$ cat src/rtl/cu_pair_feeder_if.sv
// Coefficient-RAM read port plus the pair push port toward compute_unit.
// The master side is the feeder; the slave side is the RAM / compute_unit.
interface cu_pair_feeder_if #(
    parameter int DW = 12,
    parameter int AW = 8
);
    logic          mem_rd;
    logic [AW-1:0] mem_raddr1;
    logic [AW-1:0] mem_raddr2;
    logic [DW-1:0] mem_rdat1;
    logic [DW-1:0] mem_rdat2;
    logic [DW-1:0] odat1;
    logic [DW-1:0] odat2;
    logic          odatwr;
    logic          inrdy;

    modport master (
        output mem_rd, mem_raddr1, mem_raddr2, odat1, odat2, odatwr,
        input  mem_rdat1, mem_rdat2, inrdy
    );

    modport slave (
        input  mem_rd, mem_raddr1, mem_raddr2, odat1, odat2, odatwr,
        output mem_rdat1, mem_rdat2, inrdy
    );
endinterface

$ cat src/rtl/cu_pair_feeder.sv
// Sweeps one butterfly layer, reading (a[j], a[j+len]) pairs from a dual-read RAM
// and pushing them to compute_unit through a 2-entry skid buffer.
module cu_pair_feeder #(
    parameter int DW = 12,
    parameter int N  = 256,
    parameter int AW = 8,
    parameter int LW = 3
) (
    input  logic          clk,
    input  logic          rst,
    input  logic          start,
    input  logic [LW-1:0] lenlog,
    output logic          busy,
    output logic          done,
    cu_pair_feeder_if.master bus
);
    localparam logic [1:0] S_IDLE  = 2'd0;
    localparam logic [1:0] S_RUN   = 2'd1;
    localparam logic [1:0] S_DRAIN = 2'd2;

    localparam int unsigned  NP   = N / 2;
    localparam logic [LW:0]  LMAX = (LW+1)'(AW - 1);

    logic [1:0]      state;
    logic [LW-1:0]   ll;
    logic [AW-2:0]   p;
    logic            inflight;
    logic [AW-1:0]   a1_q, a2_q;

    logic [1:0]      occ;
    logic [2*DW-1:0] head, tail, din;

    logic [AW-1:0]   p_ext, len, a1, a2;
    logic [2:0]      credit;
    logic            issue, pop, push, last_p, done_c;

    always_comb begin
        p_ext  = {1'b0, p};
        len    = AW'(1) << ll;
        // zero bit inserted at position ll: low bits stay, high bits shift up by one
        a1     = ((p_ext >> ll) << ({1'b0, ll} + (LW+1)'(1))) | (p_ext & (len - AW'(1)));
        a2     = a1 + len;
        pop    = (occ != 2'd0) & bus.inrdy;
        push   = inflight;
        credit = {1'b0, occ} + {2'b00, inflight} - {2'b00, pop};
        issue  = (state == S_RUN) & (credit < 3'd2);
        last_p = (p == (AW-1)'(NP - 1));
        done_c = (state == S_DRAIN) & ~inflight & (occ == 2'd0);
        din    = {bus.mem_rdat1, bus.mem_rdat2};
    end

    assign bus.mem_rd     = issue;
    assign bus.mem_raddr1 = issue ? a1 : a1_q;
    assign bus.mem_raddr2 = issue ? a2 : a2_q;
    assign bus.odat1      = head[2*DW-1:DW];
    assign bus.odat2      = head[DW-1:0];
    assign bus.odatwr     = pop;
    assign done           = done_c;
    assign busy           = (state != S_IDLE) & ~done_c;

    always_ff @(posedge clk or negedge rst) begin
        if (!rst) begin
            state    <= S_IDLE;
            ll       <= '0;
            p        <= '0;
            inflight <= 1'b0;
            a1_q     <= '0;
            a2_q     <= '0;
        end else begin
            inflight <= issue;
            if (issue) begin
                a1_q <= a1;
                a2_q <= a2;
                p    <= p + (AW-1)'(1);
            end
            case (state)
                S_IDLE: begin
                    if (start) begin
                        ll    <= ({1'b0, lenlog} > LMAX) ? LMAX[LW-1:0] : lenlog;
                        p     <= '0;
                        state <= S_RUN;
                    end
                end
                S_RUN: begin
                    if (issue && last_p)
                        state <= S_DRAIN;
                end
                S_DRAIN: begin
                    if (done_c)
                        state <= S_IDLE;
                end
                default: state <= S_IDLE;
            endcase
        end
    end

    // head is always the oldest entry; a simultaneous push/pop shifts tail into head
    always_ff @(posedge clk or negedge rst) begin
        if (!rst) begin
            occ  <= '0;
            head <= '0;
            tail <= '0;
        end else begin
            case ({push, pop})
                2'b10: begin
                    if (occ == 2'd0)
                        head <= din;
                    else
                        tail <= din;
                    occ <= occ + 2'd1;
                end
                2'b01: begin
                    head <= tail;
                    occ  <= occ - 2'd1;
                end
                2'b11: begin
                    if (occ == 2'd1) begin
                        head <= din;
                    end else begin
                        head <= tail;
                        tail <= din;
                    end
                end
                default: ;
            endcase
        end
    end
endmodule

$ cat src/flat_wrapper.sv
// flat-port wrapper written by rule: the top's interface ports become plain ports
module cu_pair_feeder_flat 
#(
    parameter int DW = 12,
    parameter int N  = 256,
    parameter int AW = 8,
    parameter int LW = 3
)
  (clk, rst, start, lenlog, busy, done, bus_mem_rd, bus_mem_raddr1, bus_mem_raddr2, bus_odat1, bus_odat2, bus_odatwr, bus_mem_rdat1, bus_mem_rdat2, bus_inrdy);
  cu_pair_feeder_if #(.DW(DW), .AW(AW)) bus_i ();
  input  logic clk;
  input  logic rst;
  input  logic start;
  input  logic [LW-1:0] lenlog;
  output logic busy;
  output logic done;
  output wire logic [$bits(bus_i.mem_rd)-1:0] bus_mem_rd;
  output wire logic [$bits(bus_i.mem_raddr1)-1:0] bus_mem_raddr1;
  output wire logic [$bits(bus_i.mem_raddr2)-1:0] bus_mem_raddr2;
  output wire logic [$bits(bus_i.odat1)-1:0] bus_odat1;
  output wire logic [$bits(bus_i.odat2)-1:0] bus_odat2;
  output wire logic [$bits(bus_i.odatwr)-1:0] bus_odatwr;
  input wire logic [$bits(bus_i.mem_rdat1)-1:0] bus_mem_rdat1;
  input wire logic [$bits(bus_i.mem_rdat2)-1:0] bus_mem_rdat2;
  input wire logic [$bits(bus_i.inrdy)-1:0] bus_inrdy;
  assign bus_mem_rd = bus_i.mem_rd;
  assign bus_mem_raddr1 = bus_i.mem_raddr1;
  assign bus_mem_raddr2 = bus_i.mem_raddr2;
  assign bus_odat1 = bus_i.odat1;
  assign bus_odat2 = bus_i.odat2;
  assign bus_odatwr = bus_i.odatwr;
  assign bus_i.mem_rdat1 = bus_mem_rdat1;
  assign bus_i.mem_rdat2 = bus_mem_rdat2;
  assign bus_i.inrdy = bus_inrdy;
  cu_pair_feeder #(.DW(DW), .N(N), .AW(AW), .LW(LW)) u_core (.clk(clk), .rst(rst), .start(start), .lenlog(lenlog), .busy(busy), .done(done), .bus(bus_i));
endmodule
$ cat config.mk
export PLATFORM = sky130hd
export DESIGN_NAME = cu_pair_feeder_flat
export DESIGN_NICKNAME = d
export VERILOG_FILES = /design/src/rtl/cu_pair_feeder_if.sv /design/src/rtl/cu_pair_feeder.sv /design/src/flat_wrapper.sv
export SDC_FILE = /design/constraint.sdc
export NUM_CORES = 1
export LEC_CHECK = 0
export CORE_UTILIZATION = 53
export DETAILED_ROUTE_END_ITERATION = 10
export PLACE_DENSITY = 0.84
export SYNTH_ARGS = -nofsm -noshare
export SYNTH_HDL_FRONTEND = slang
export SYNTH_SLANG_ARGS = --single-unit
$ cat constraint.sdc
create_clock -name clk -period 5.2 [get_ports clk]
set_input_delay 1.04 -clock clk [delete_from_list [all_inputs] [get_ports clk]]
set_output_delay 1.04 -clock clk [all_outputs]
set_load 0.01 [all_outputs]
==> run_1/closeup.png <==
Window x 59 to 79, y 13 to 33 um. Cells in gray, sequential cells in the stronger gray; small squares are vias.
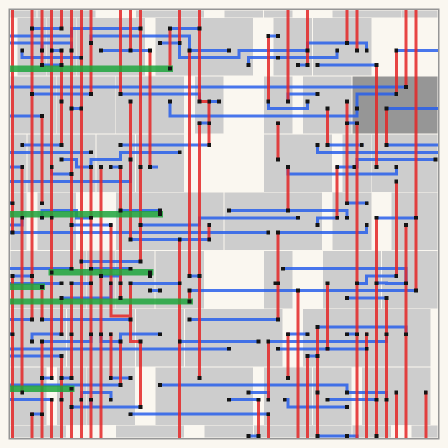
green -> M3
red -> M2
blue -> M1
most frequent = ha_1 (5), xor2_1 (4), nand2_1 (4)
sequential cells in the window = 0
cells with their middle in the window = 42

==> run_1/ff_map.png <==
(4 px per um)
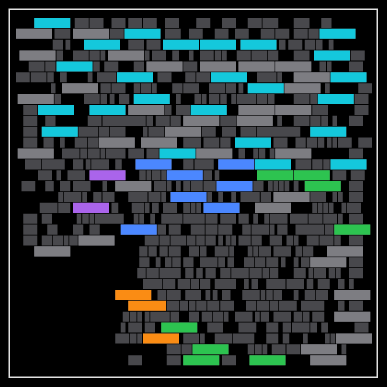
green -> u_core.a1_q  # placed flops 8
blue -> u_core.p  # placed flops 7, where center
orange -> u_core.ll  # placed flops 3
cyan -> u_core.head  # placed flops 24
purple -> u_core.occ  # placed flops 2

==> run_1/layers.png <==
(4 px per um)
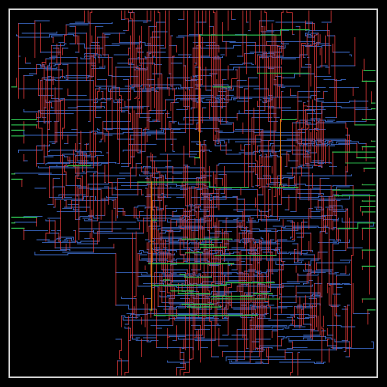
orange -> M4  # wire length 78.9 um
red -> M2  # wire length 5,020 um
blue -> M1  # wire length 4,240 um
green -> M3  # wire length 420 um

==> run_1/clock_wires.png <==
(3 px per um)
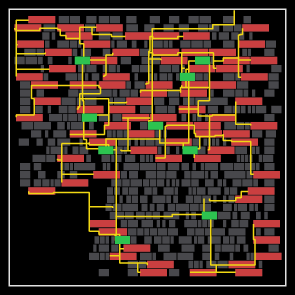
red -> flip-flops  # count 79
green -> clock-net drivers  # count 9
yellow -> clock wires  # length 984 um
routed clock nets = 10
clock network fraction of design power: 13.2%
clk_skew: 0.0120 ns
clk latency late pin: 0.36 ns
Power Clock: 0.511 mW

==> results_dict.tcl, run 1 <==
# yosys + openroad results
set metrics [dict create \
    tns_ns 0 \
    final_common_cell "dfrtp_1" \
    sw_frac_of_total_pct 41.7 \
    whs_endpoint "u_core.head[16]" \
    r2r-end "u_core.state[0]" \
    synthArstFlopShare_pct 100 \
    synth_nets 476 \
    critPathMaxStageDelay_ns 0.56 \
    grt_max_degree 80 \
    numClockSinks 79 \
    dpl.cell_count 586 \
    post-route-min-period_ns 5.07 \
    antenna_found_initial 0 \
    rrSetupSlack_ns 1.89 \
    ff2ff_path_depth 14 \
    worstMarginPinSlew_ns 1.01 \
    edf_count 0 \
    outcome "complete, no violations" \
    warning_count 35 \
    grt_pass1_vias 3434 \
    placed_cell_area_sq_um 5130 \
    utilization_pct 69.7 \
    yosys.stat.seqShare_pct 46.4 \
    ys.flop_type "dfrtp_1" \
    top_power_group "combinational cells" \
    grt_most_used_layer "met2" \
    critical_path.startpoint_type "flop" \
    final_nets 552 \
    drt_iter0_drc 298 \
    dr.pass1.iters 4 \
    track_usage_pct 24.5 \
    syn_area_sq_um 4260 \
    wl_met3_um 419 \
    wl_met1_mm 4.24 \
    synth.avg_cell_area_sq_um 10.1 \
    vias 3389 \
]
==> run_1/congestion_map.png <==
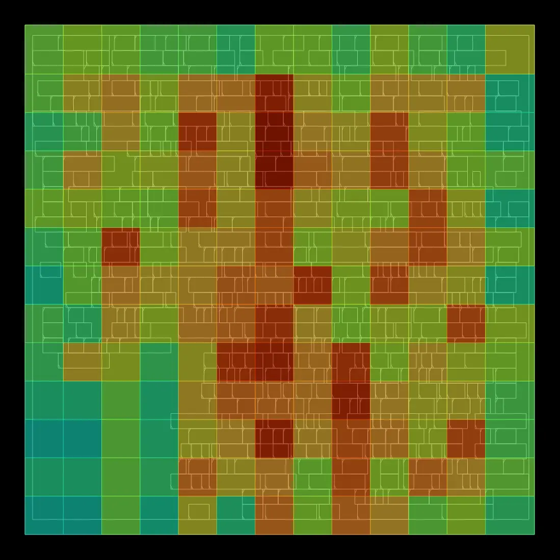

==> run 1 -> run 2 <==
--- a/config.mk
+++ b/config.mk
@@ -5,9 +5,9 @@
 export SDC_FILE = /design/constraint.sdc
 export NUM_CORES = 1
 export LEC_CHECK = 0
-export CORE_UTILIZATION = 53
+export CORE_UTILIZATION = 30
 export DETAILED_ROUTE_END_ITERATION = 10
-export PLACE_DENSITY = 0.84
+export PLACE_DENSITY = 0.54
 export SYNTH_ARGS = -nofsm -noshare
 export SYNTH_HDL_FRONTEND = slang
 export SYNTH_SLANG_ARGS = --single-unit
==> run_2/congestion_map.png <==
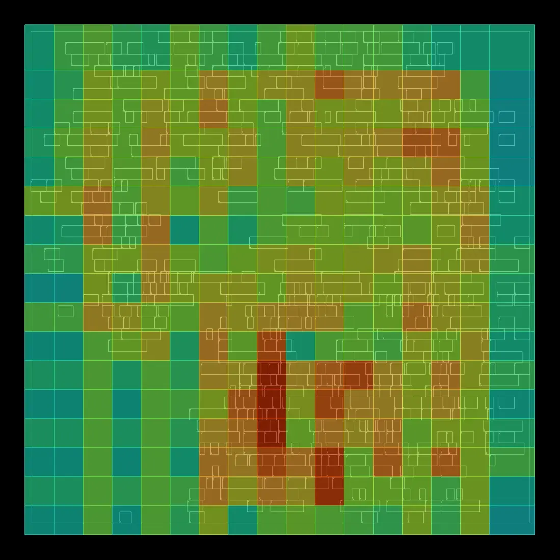
routed length per instance: 15.0 um
Final Util: 40.6%
met3 Usage GRT: 2.77%

==> results_dict.tcl, run 2 <==
# yosys + openroad results
set metrics [dict create \
    outcome "complete, no violations" \
    worstSkewPairLatency_ns 0.34 \
    synthArstFlopShare_pct 100 \
    power.share.clock_pct 14.7 \
    nNonClkInverters 17 \
    n_fill_cell 1372 \
    top_layer_used "met4" \
    n_all_buffers 94 \
    sw_frac_of_total_pct 40.7 \
    grt_max_degree 49 \
    dr.pass1.iters 5 \
    top_power_group "combinational cells" \
    final_common_cell "dfrtp_1" \
    core-area_sq_um 13900 \
    crit_family "AND-OR/OR-AND gates" \
    whs_endpoint "u_core.head[20]" \
    track_usage_pct 15.2 \
    yosys.area.top_type "dfrtp_1" \
    required_ns 4.16 \
    tns_ns 0 \
    warning_count 35 \
    rrSetupSlack_ns 1.99 \
    grt_pass1_vias 3376 \
    fin_skew_ns 0.00756 \
    wl_met3_um 398 \
    wl_met1_mm 4.96 \
    yosys.stat.seqShare_pct 46.4 \
    htreeDepth 3 \
    worstMarginPinSlew_ns 1.05 \
    ys.flop_type "dfrtp_1" \
    synth.avg_cell_area_sq_um 10.1 \
    yosysWarnings 0 \
    ff2ff_path_depth 13 \
    vias 3356 \
    p_clk_mw 0.587 \
    dpl.cell_count 667 \
    edf_count 0 \
    synth_nets 476 \
    critical_path.startpoint_type "flop" \
    final_nets 555 \
    cts_tree "done" \
    drt_iter0_drc 170 \
    clock_buffers 10 \
]
==> run_2/closeup.png <==
Window x 81 to 101, y 20 to 40 um. Cells in gray, sequential cells in the stronger gray; small squares are vias.
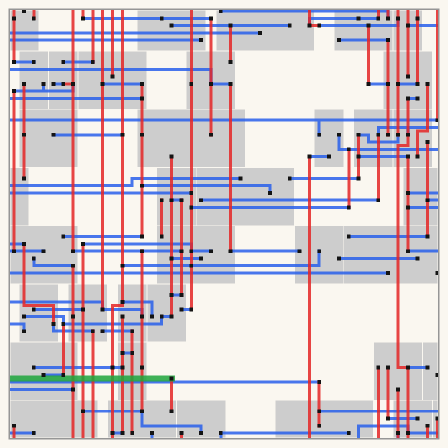
blue -> M1
green -> M3
red -> M2
sequential cells in the window = 0
cells with their middle in the window = 34
most frequent = nand2_1 (5), o21ai_0 (4), ha_1 (4)

Power figures rest on the tool's default switching activity, not on a simulated workload.
